**config.mk**
```make
export PLATFORM = sky130hd
export DESIGN_NAME = univ_shift_reg
export DESIGN_NICKNAME = d
export VERILOG_FILES = /design/src/rtl/univ_shift_reg.sv
export SDC_FILE = /design/constraint.sdc
export NUM_CORES = 1
export LEC_CHECK = 0
export ABC_CLOCK_PERIOD_IN_PS = 5050
export CAP_MARGIN = 25
export CORE_MARGIN = 5
export CORE_UTILIZATION = 50
export DETAILED_ROUTE_END_ITERATION = 16
export GPL_TIMING_DRIVEN = 0
export PLACE_DENSITY_LB_ADDON = 0.3
export SLEW_MARGIN = 30
export SYNTH_ARGS = -nofsm -noshare
export SYNTH_HDL_FRONTEND = slang
export SYNTH_SLANG_ARGS = --single-unit
```
**constraint.sdc**
```tcl
create_clock -name clock -period 5.05 [get_ports clock]
set_input_delay 1.01 -clock clock [delete_from_list [all_inputs] [get_ports clock]]
set_output_delay 1.01 -clock clock [all_outputs]
set_load 0.01 [all_outputs]
```
**src/rtl/univ_shift_reg.sv**
```systemverilog
// Universal WIDTH-bit register: sync reset/set, parallel load, logical/rotate/arithmetic
// shifts, either one step per enabled cycle or as a counted multi-step sequence.
module univ_shift_reg #(
  parameter int              WIDTH     = 8,
  parameter logic [WIDTH-1:0] RESET_VAL = '0,
  parameter logic [WIDTH-1:0] SET_VAL   = '1,
  parameter int              CNT_W     = $clog2(WIDTH + 1)
) (
  input  logic             clock,
  input  logic             reset,
  input  logic             set,
  input  logic             enable,
  input  logic [2:0]       mode,
  input  logic [WIDTH-1:0] d,
  input  logic             sin,
  input  logic             start,
  input  logic [CNT_W-1:0] shamt,
  output logic [WIDTH-1:0] q,
  output logic [WIDTH-1:0] qbar,
  output logic             sout,
  output logic             busy,
  output logic             done
);

  localparam logic [2:0] M_HOLD = 3'd0;
  localparam logic [2:0] M_LOAD = 3'd1;
  localparam logic [2:0] M_SHL  = 3'd2;
  localparam logic [2:0] M_SHR  = 3'd3;
  localparam logic [2:0] M_ROL  = 3'd4;
  localparam logic [2:0] M_ROR  = 3'd5;
  localparam logic [2:0] M_ASR  = 3'd6;

  typedef enum logic {
    IDLE  = 1'b0,
    SHIFT = 1'b1
  } state_t;

  state_t           state, state_next;
  logic [CNT_W-1:0] cnt, cnt_next;
  logic [2:0]       mode_lat, mode_next;
  logic [WIDTH-1:0] q_next;
  logic             sout_next;
  logic             done_next;
  logic [CNT_W-1:0] steps;
  logic [2:0]       op_mode;
  logic [WIDTH:0]   stepped;

  function automatic logic is_shift(input logic [2:0] m);
    return (m >= M_SHL) && (m <= M_ASR);
  endfunction

  function automatic logic [CNT_W-1:0] clamp_steps(input logic [CNT_W-1:0] n);
    if (n > CNT_W'(WIDTH)) return CNT_W'(WIDTH);
    return n;
  endfunction

  // Returns {sout, q} after a single operation of mode m.
  function automatic logic [WIDTH:0] step_op(input logic [2:0]       m,
                                             input logic [WIDTH-1:0] v,
                                             input logic             s,
                                             input logic             so,
                                             input logic [WIDTH-1:0] ld);
    logic signed [WIDTH-1:0] vs;
    vs = v;
    case (m)
      M_LOAD:  return {so, ld};
      M_SHL:   return {v[WIDTH-1], v[WIDTH-2:0], s};
      M_SHR:   return {v[0], s, v[WIDTH-1:1]};
      M_ROL:   return {v[WIDTH-1], v[WIDTH-2:0], v[WIDTH-1]};
      M_ROR:   return {v[0], v[0], v[WIDTH-1:1]};
      M_ASR:   return {v[0], vs >>> 1};
      default: return {so, v};
    endcase
  endfunction

  assign steps   = clamp_steps(shamt);
  assign op_mode = (state == SHIFT) ? mode_lat : mode;
  assign stepped = step_op(op_mode, q, sin, sout, d);

  always_comb begin
    state_next = state;
    cnt_next   = cnt;
    mode_next  = mode_lat;
    q_next     = q;
    sout_next  = sout;
    done_next  = 1'b0;
    case (state)
      IDLE: begin
        if (enable) begin
          {sout_next, q_next} = stepped;
          if (start && is_shift(mode)) begin
            if (steps == '0) begin
              // A zero-length sequence still acknowledges with done.
              q_next    = q;
              sout_next = sout;
              done_next = 1'b1;
            end else if (steps == CNT_W'(1)) begin
              done_next = 1'b1;
            end else begin
              cnt_next   = steps - CNT_W'(1);
              mode_next  = mode;
              state_next = SHIFT;
            end
          end
        end
      end
      SHIFT: begin
        if (enable) begin
          {sout_next, q_next} = stepped;
          cnt_next = cnt - CNT_W'(1);
          if (cnt == CNT_W'(1)) begin
            state_next = IDLE;
            done_next  = 1'b1;
          end
        end
      end
      default: state_next = IDLE;
    endcase
  end

  always_ff @(posedge clock) begin
    if (reset) begin
      state    <= IDLE;
      cnt      <= '0;
      mode_lat <= M_HOLD;
      q        <= RESET_VAL;
      sout     <= 1'b0;
      done     <= 1'b0;
    end else if (set) begin
      state    <= IDLE;
      cnt      <= '0;
      mode_lat <= M_HOLD;
      q        <= SET_VAL;
      sout     <= 1'b0;
      done     <= 1'b0;
    end else begin
      state    <= state_next;
      cnt      <= cnt_next;
      mode_lat <= mode_next;
      q        <= q_next;
      sout     <= sout_next;
      done     <= done_next;
    end
  end

  assign qbar = ~q;
  assign busy = (state == SHIFT);

endmodule

```
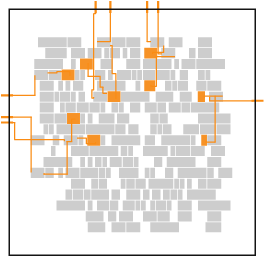
Figure 1: wires at chosen ports, followed through buffers.
Drawn at 4 px/um.
`d` -> orange  # bits 8, direction input, edge 4 top, 3 left, 1 right, end cells 9, buffers 8, wire 212 um

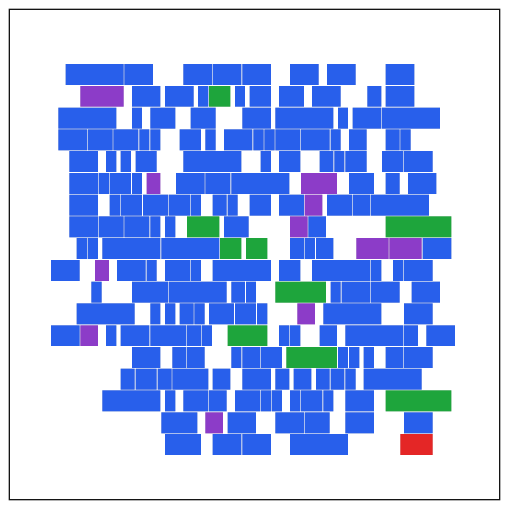
Figure 2: drive-strength map.
Drawn at 8 px/um.
drive 6 and up -> red  # cells 1, most used buf_6
drive 2 -> purple  # cells 11, most used or2_2
drive 1 or less -> blue  # cells 178, most used clkdlybuf4s50_1
drive 3 to 4 -> green  # cells 9, most used clkbuf_4

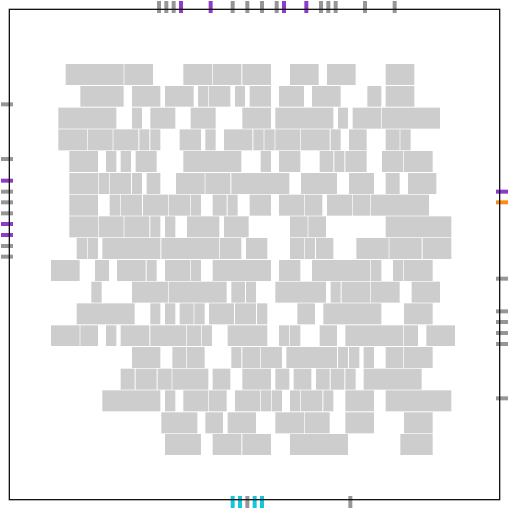
Figure 3: pin map.
Drawn at 8 px/um. Pins as bars across the die edge, other pins in grey.
`d` -> purple  # pins 8, direction input, edge 4 top, 3 left, 1 right
`shamt` -> cyan  # pins 4, direction input, edge bottom
`sin` -> orange  # pins 1, direction input, edge right

==> deck_impl_summary.md <==
Flow Results at a Glance

Layout
  – Flip-flop and latch count: 18
  – Post-Layout Cell Count: about 230
  – Storage element area: between 300 and 400 um2
  – Final core occ: 70.5%
  – Layout clock area frac: 1.29%

Routing
  – WL met1: about 1500 um
  – DRC Markers: 0
  – Vias: 1381
  – Met2 WL: between 1500 and 2000 um

STA
  – Worst setup margin: between 2000 and 2500 ps
  – Worst slew pin tran: roughly 770 ps
  – Setup TNS: 0 ps
  – Crit share post-route: between 50% and 60%

Critical path
  – Critical path required time: 5260 ps
  – Setup crit start kind: input pin
  – Critical path type: in -> reg
  – Setup crit start: shamt[3]

Synthesis
  – Synth Area in Simple Gates: a little under a quarter
  – Adder share: under 10%
  – Largest cells by area: dfxtp_1, a221oi_1, nor2_1
  – Most instantiated cells after synthesis: nor2_1, dfxtp_1, inv_1
  – Area share of the largest cell type after synthesis: between 20 and 30%
  – Synth Net Count: roughly 180
  – # Cells Yosys: ~160
  – Synthesized flop and latch total: 18
  – Xor/xnor share of the synthesized area: under 10%
  – Cell with the most instances after synthesis: nor2_1

Global routing
  – GRT Total Usage: between 10% and 20%
  – Largest net degree at the start of global routing: 11
  – Met3 Usage GRT: 2.73%

Placement
  – Port Buffer Count: 38
  – Placed cell area: 0.00172 mm2

Clocking
  – CTS tree: done

Pwr
  – Power Internal: around 250 uW
  – Overall Power: 372 uW

Floorplan
  – Die Span Y: 61.1 um
  – Core area: 0.00248 mm2

Hold path
  – Worst hold stages: 2

Outcome
  – Outcome: completed
No activity file was given, so power comes from the tool's default toggle rates.
